Design req_tag_issue, sky130hd; sources not shown.
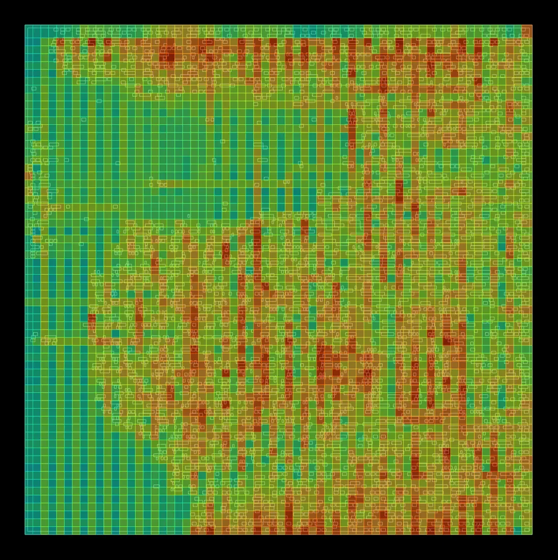
Figure 1: run 1, routing congestion.
Final Core Density: 0.249
DR WL/cell: 33.1 µm

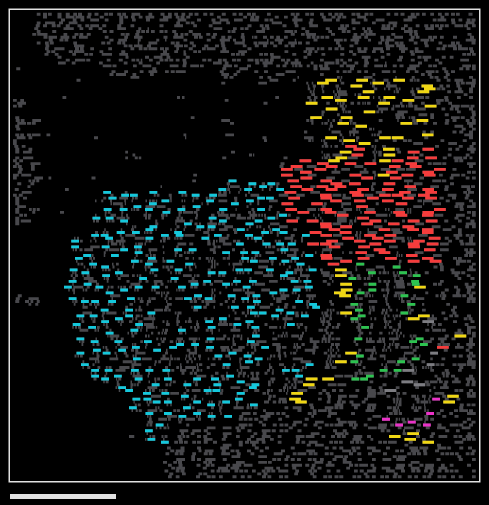
Figure 2: run 1, sequential cells coloured by netlist name.
The bar under the picture is 100 µm long. Other sequential cells in the stronger grey, the rest of the logic in the fainter grey.
`u_pool/count_o`: shown in magenta, placed flops 6, where south-east. `off_q`: shown in cyan, placed flops 256. `u_pool/free_q`: shown in green, placed flops 32. `o_addr`: shown in yellow, placed flops 64, where a vertical strip on the right. `tbl_q`: shown in red, placed flops 128, where east.
Another 7 sequential cells are not coloured.
Seq area share: 0.245
Sequential Area: 11800 µm²
seq pwr: 2.95 mW

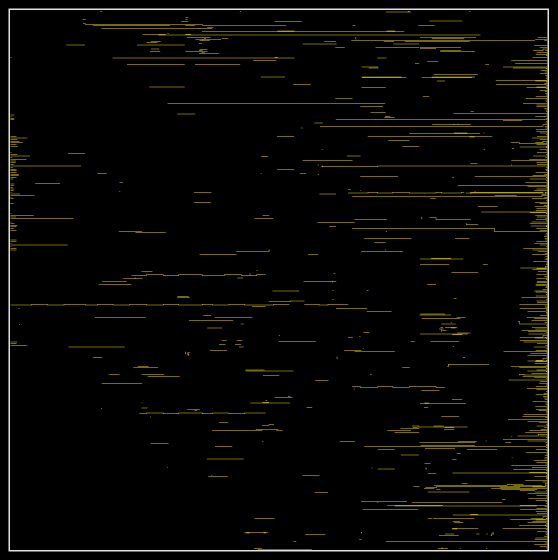
Figure 3: run 1, M3 wires.
589 nets have wire on it. The wires run mostly horizontal. The longest straight run is 266 µm.
met3 Use GR: 0.0396
via count: 29200
final WL: 208000 µm

==> results.toml, run 1 <==
# flow metrics
[worst_setup_path]
end_kind = "flip-flop"
cp_slowest_cell = "a21oi_1"
start_kind = "input port"
critPathKind = "in -> reg"
critPathBufInv = 2
max_stage_delay_ns = 0.77
worstPathCellList = "buf_8 > mux4_1 > nand2_1 > nand3_2 > a21oi_1 > ha_1 > a21oi_1 > o21ai_0 > a221oi_1 > o21ai_0 > o21ai_2 > or2_1 > buf_4 > a211oi_1 > xor2_1"
reg2reg_slack_ns = 2.13
ff2ff_path_depth = 15
cp.arrival_ns = 6.60
crit_family = "AND-OR/OR-AND gates"
path_depth = 15
cp_max_fo = 43
required_ns = 7.54

[final_timing]
min_period_ns = 6.41
maxSlewHeadroom = 0.277
tightest_slew_ns = 1.08
rsz0062_at_grt = "no"
setup_viol = 0
setup_slack_ns = 0.941
max_freq_ghz = 0.156
slew_violations = 0
tns_ns = 0
hold_ws_ns = 0.261

[yosys]
top_cells_by_count = "336 x mux4_2, 296 x dfxtp_1, 197 x edfxtp_1"
synth_nets = 3682
postSynthSeqShare = 0.369
topCellsByArea = "mux4_2 24%, dfxtp_1 18%, edfxtp_1 18%"
async_flop_share = 0
synth_cell_types = 101
netlist_instances = 2605
ys_cells = 2605
synth-edff-count = 197
yosysWarnings = 6
synth_top_flop_cell = "dfxtp_1"
ys_area_um2 = 32100
top_area_frac = 0.236
ys_ff = 493
most_common_cell = "mux4_2"

[cells_and_area]
layout_top_cell = "clkdlybuf4s50_1"
logic_area_um2 = 18500
final_cell_mix = "1127 x clkdlybuf4s50_1, 336 x mux4_2, 296 x dfxtp_1"
fill_cells = 21500
finalNonFillerCells = 6278
layout.nets = 4751
synthToLayoutAreaGrowth_pct = 50.4
stdcell_area_um2 = 48200
drive_gt1_frac = 0.168
largest_register_ffs = 256

[clock_network]
hold_buffers = 0
post_cts.repair.setup_buffers = 0
htreeDepth = 3
numCtsBuffers = 67
cts-root-buf = "clkbuf_16"
cts_resized = 0
cts_tree = "yes"
cts.sinks = 493
clk_transition_reported_paths_ns = 0.06
cts_buffer_depth = 3

[drt]
first_iter_violations = 1976
vias_per_cell = 4.65
ant_nets = 0
drtPass1Iterations = 5

[place]
dpl_cell_area_um2 = 46000
pre_cts_ws_ns = 0.125
finalWeightedCongestion = 0.873
dpl.hpwl_um = 166000
dp_cells = 6147
portBuffers = 1135

[worst_hold_path]
hold_depth = 2

[global_route]
overflow = 0
grt_max_degree = 141
grt_pass1_wl_um = 275000
antenna_found_initial = 69

[die]
row_count = 162
ios = 1136
fp_util = 0.166
die_area_um2 = 198000
die_w_um = 444

[power]
p_comb_frac = 0.233
sw_frac_of_total = 0.287
pg_comb_mw = 1.91
top_power_group = "the clock network"
peakVddDrop_mv = 0.146
p_sw_mw = 2.35
pg_clk_mw = 3.34
p_per_area_nw_per_um2 = 170
seqPwrFrac = 0.360
power_mw = 8.20
p_int_mw = 5.85
pwr-share-clk = 0.407
leakage_nw = 16.2

[outcome]
outcome = "completed"

[run]
tool_warnings = 35
[run 1: layer usage]
metal / GRT usage / share of wire
met3: 0.0396 / 0.055
met4: 0.0239 / 0.010
met1: 0.290 / 0.48
met2: 0.318 / 0.46
met5: 0 / 0.00094
[run 1: cell type report]
type                       instances  share of cell area
multi-input combinational       1830               0.384
timing repair buffer            1236               0.255
sequential                       493               0.245
tap                             2542              0.0659
clock buffer                      88              0.0392
clock inverter                    31             0.00620
inverter                          46             0.00366
antenna                           12            0.000622
[run 1: cells by family after synthesis]
logic type               count (synthesis)  synth area share
buffers and inverters                  282            0.0546
flip-flops                             493             0.369
adder cells (fa/ha/maj)                 23           0.00944
AND-OR/OR-AND                          516             0.110
multiplexers                           424             0.300
XOR/XNOR                                70            0.0207
AND/OR/NAND/NOR                        797             0.137
Figure 4. Met2 routing (run 1).
The bar under the picture is 100 µm long.
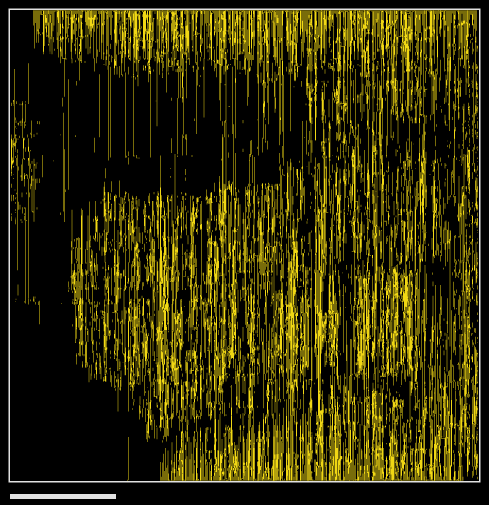

--- run 2 (diff from run 1) ---
--- a/config.mk
+++ b/config.mk
@@ -9,6 +9,7 @@
 export CELL_PAD_IN_SITES_DETAIL_PLACEMENT = 1
 export CELL_PAD_IN_SITES_GLOBAL_PLACEMENT = 1
 export CORE_AREA = 2 2 442 444
+export CTS_BUF_LIST = sky130_fd_sc_hd__clkbuf_4 sky130_fd_sc_hd__clkbuf_8
 export CTS_CLUSTER_SIZE = 40
 export DETAILED_ROUTE_END_ITERATION = 12
 export DIE_AREA = 0 0 444 446
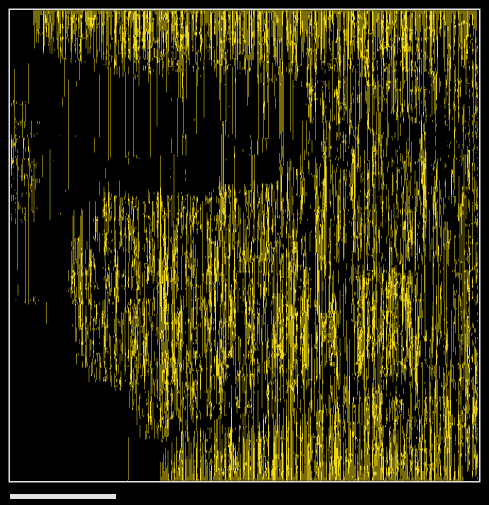
Figure 5: run 2, met2 routing.
The bar under the picture is 100 µm long.
The layer carries 94.4 mm of wire. The wires run mostly vertical. 4346 nets have wire on it.
final WL: 208000 µm
met2 Usage GRT: 0.318
via count: 29300

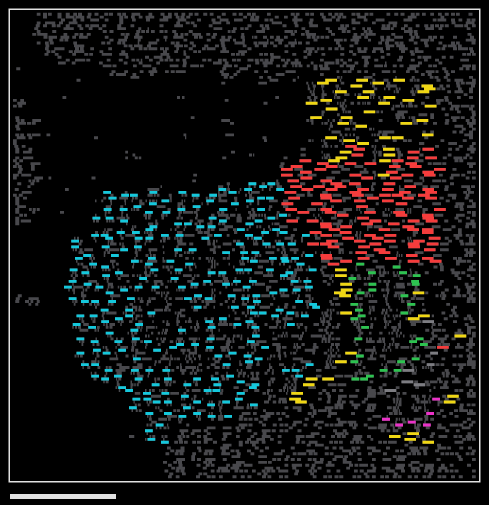
Figure 6: run 2, sequential cells coloured by netlist name.
The bar under the picture is 100 µm long. Other sequential cells in the stronger grey, the rest of the logic in the fainter grey.
`u_pool/count_o`: shown in magenta, placed flops 6, where south-east. `o_addr`: shown in yellow, placed flops 64, where a vertical strip on the right. `off_q`: shown in cyan, placed flops 256. `u_pool/free_q`: shown in green, placed flops 32. `tbl_q`: shown in red, placed flops 128, where east.
Another 7 sequential cells are not coloured.
Seq area share: 0.245
Final Core Density: 0.249

==> results.toml, run 2 <==
# flow metrics
[global_route]
antenna_found_initial = 71
overflow = 0
grt_pass1_wl_um = 275000
grt_max_degree = 141

[clock_network]
cts_buffer_depth = 3
cts-root-buf = "clkbuf_8"
cts.sinks = 493
cts_resized = 0
post_cts.repair.setup_buffers = 0
cts_tree = "yes"
htreeDepth = 3
numCtsBuffers = 99
hold_buffers = 0

[yosys]
top_logic_kind = "multiplexers"
synth-compound-area-share = 0.110
top_cells_by_count = "336 x mux4_2, 296 x dfxtp_1, 197 x edfxtp_1"
synth_top_flop_cell = "dfxtp_1"
topCellsByArea = "mux4_2 24%, dfxtp_1 18%, edfxtp_1 18%"
postSynthSeqShare = 0.369
ys_sh_simple = 0.137
async_flop_share = 0
mux_share = 0.300
ys_cells = 2605
ys_area_um2 = 32100
ys_ff = 493
synth-edff-count = 197
netlist_instances = 2605
synth-xor-area-share = 0.0207
top_area_frac = 0.236
synth_cell_types = 101
synthAdderAreaFrac = 0.00944
yosysWarnings = 6

[drt]
met3_length_um = 12100
drtPass1Iterations = 6
wl_met2_um = 94400
drc_errors = 0
wl_met1_um = 99100
avgRoutedWirePerCell_um = 32.8
top_layer = "met5"

[power]
p_int_mw = 5.68
p_seq_mw = 2.95
top_power_group = "the clock network"
p_sw_mw = 2.37
power_mw = 8.05
p_per_area_nw_per_um2 = 167
seqPwrFrac = 0.367
sw_frac_of_total = 0.294
pg_clk_mw = 3.19
pwr-share-clk = 0.396
leakage_nw = 16.3

[worst_setup_path]
crit_family = "AND-OR/OR-AND gates"
critPathBufInv = 1
cp.arrival_ns = 6.61
ff2ff_path_depth = 15
start_kind = "input port"
required_ns = 7.68
worstPathCellList = "buf_8 > mux4_1 > nand2_1 > nand3_2 > a21oi_1 > ha_1 > a21oi_1 > o21ai_0 > a21o_1 > a21oi_1 > o2111ai_2 > or3b_1 > nor2_1 > xor2_1"
critPathKind = "in -> reg"
cp_max_fo = 43
max_stage_delay_ns = 0.78
cp_slowest_cell = "a21oi_1"
path_depth = 14
reg2reg_slack_ns = 2.10

[place]
dp_cells = 6147
dpl_cell_area_um2 = 46000
portBuffers = 1135
finalWeightedCongestion = 0.873
dpl.hpwl_um = 166000
pre_cts_ws_ns = 0.125

[cells_and_area]
layout_top_cell = "clkdlybuf4s50_1"
synthToLayoutAreaGrowth_pct = 50.3
stdcell_area_um2 = 48200
layout.nets = 4783
largest_register_ffs = 256
finalNonFillerCells = 6344
final_cell_mix = "1127 x clkdlybuf4s50_1, 336 x mux4_2, 296 x dfxtp_1"

[die]
row_count = 162
die_w_um = 444
ios = 1136
fp_util = 0.166

[final_timing]
tns_ns = 0
maxSlewHeadroom = 0.299
min_period_ns = 6.28
setup_viol = 0
max_freq_ghz = 0.159
hold_ws_ns = 0.262
slew_violations = 0
tightest_slew_ns = 1.05
setup_slack_ns = 1.07

[worst_hold_path]
hold_depth = 2

[run]
tool_warnings = 35

[outcome]
outcome = "completed"
run 2: layer usage:
| layer | GRT usage | vias to the layer above |
|---|---|---|
| met5 | 0 | - |
| met4 | 0.0270 | 32 |
| met3 | 0.0417 | 193 |
| met2 | 0.318 | 934 |
| met1 | 0.289 | 15300 |
| li1 | - | 12800 |
run 2: tightest hold or removal path, cell delays in order (launching register included):
cell and delay [ns]:
dfxtp_1 0.31, nand3_1 0.06, o21ai_1 0.05
run 2: cell type report:
class                           count  area (µm²)
Antenna cell                       17        42.5
Clock buffer                      149        1840
Clock inverter                     31         325
Fill cell                       21500      145000
Inverter                           46         176
Multi-Input combinational cell   1830       18500
Sequential cell                   493       11800
Tap cell                         2542        3180
Timing Repair Buffer             1236       12300
Power is estimated from default activity; no workload was simulated.
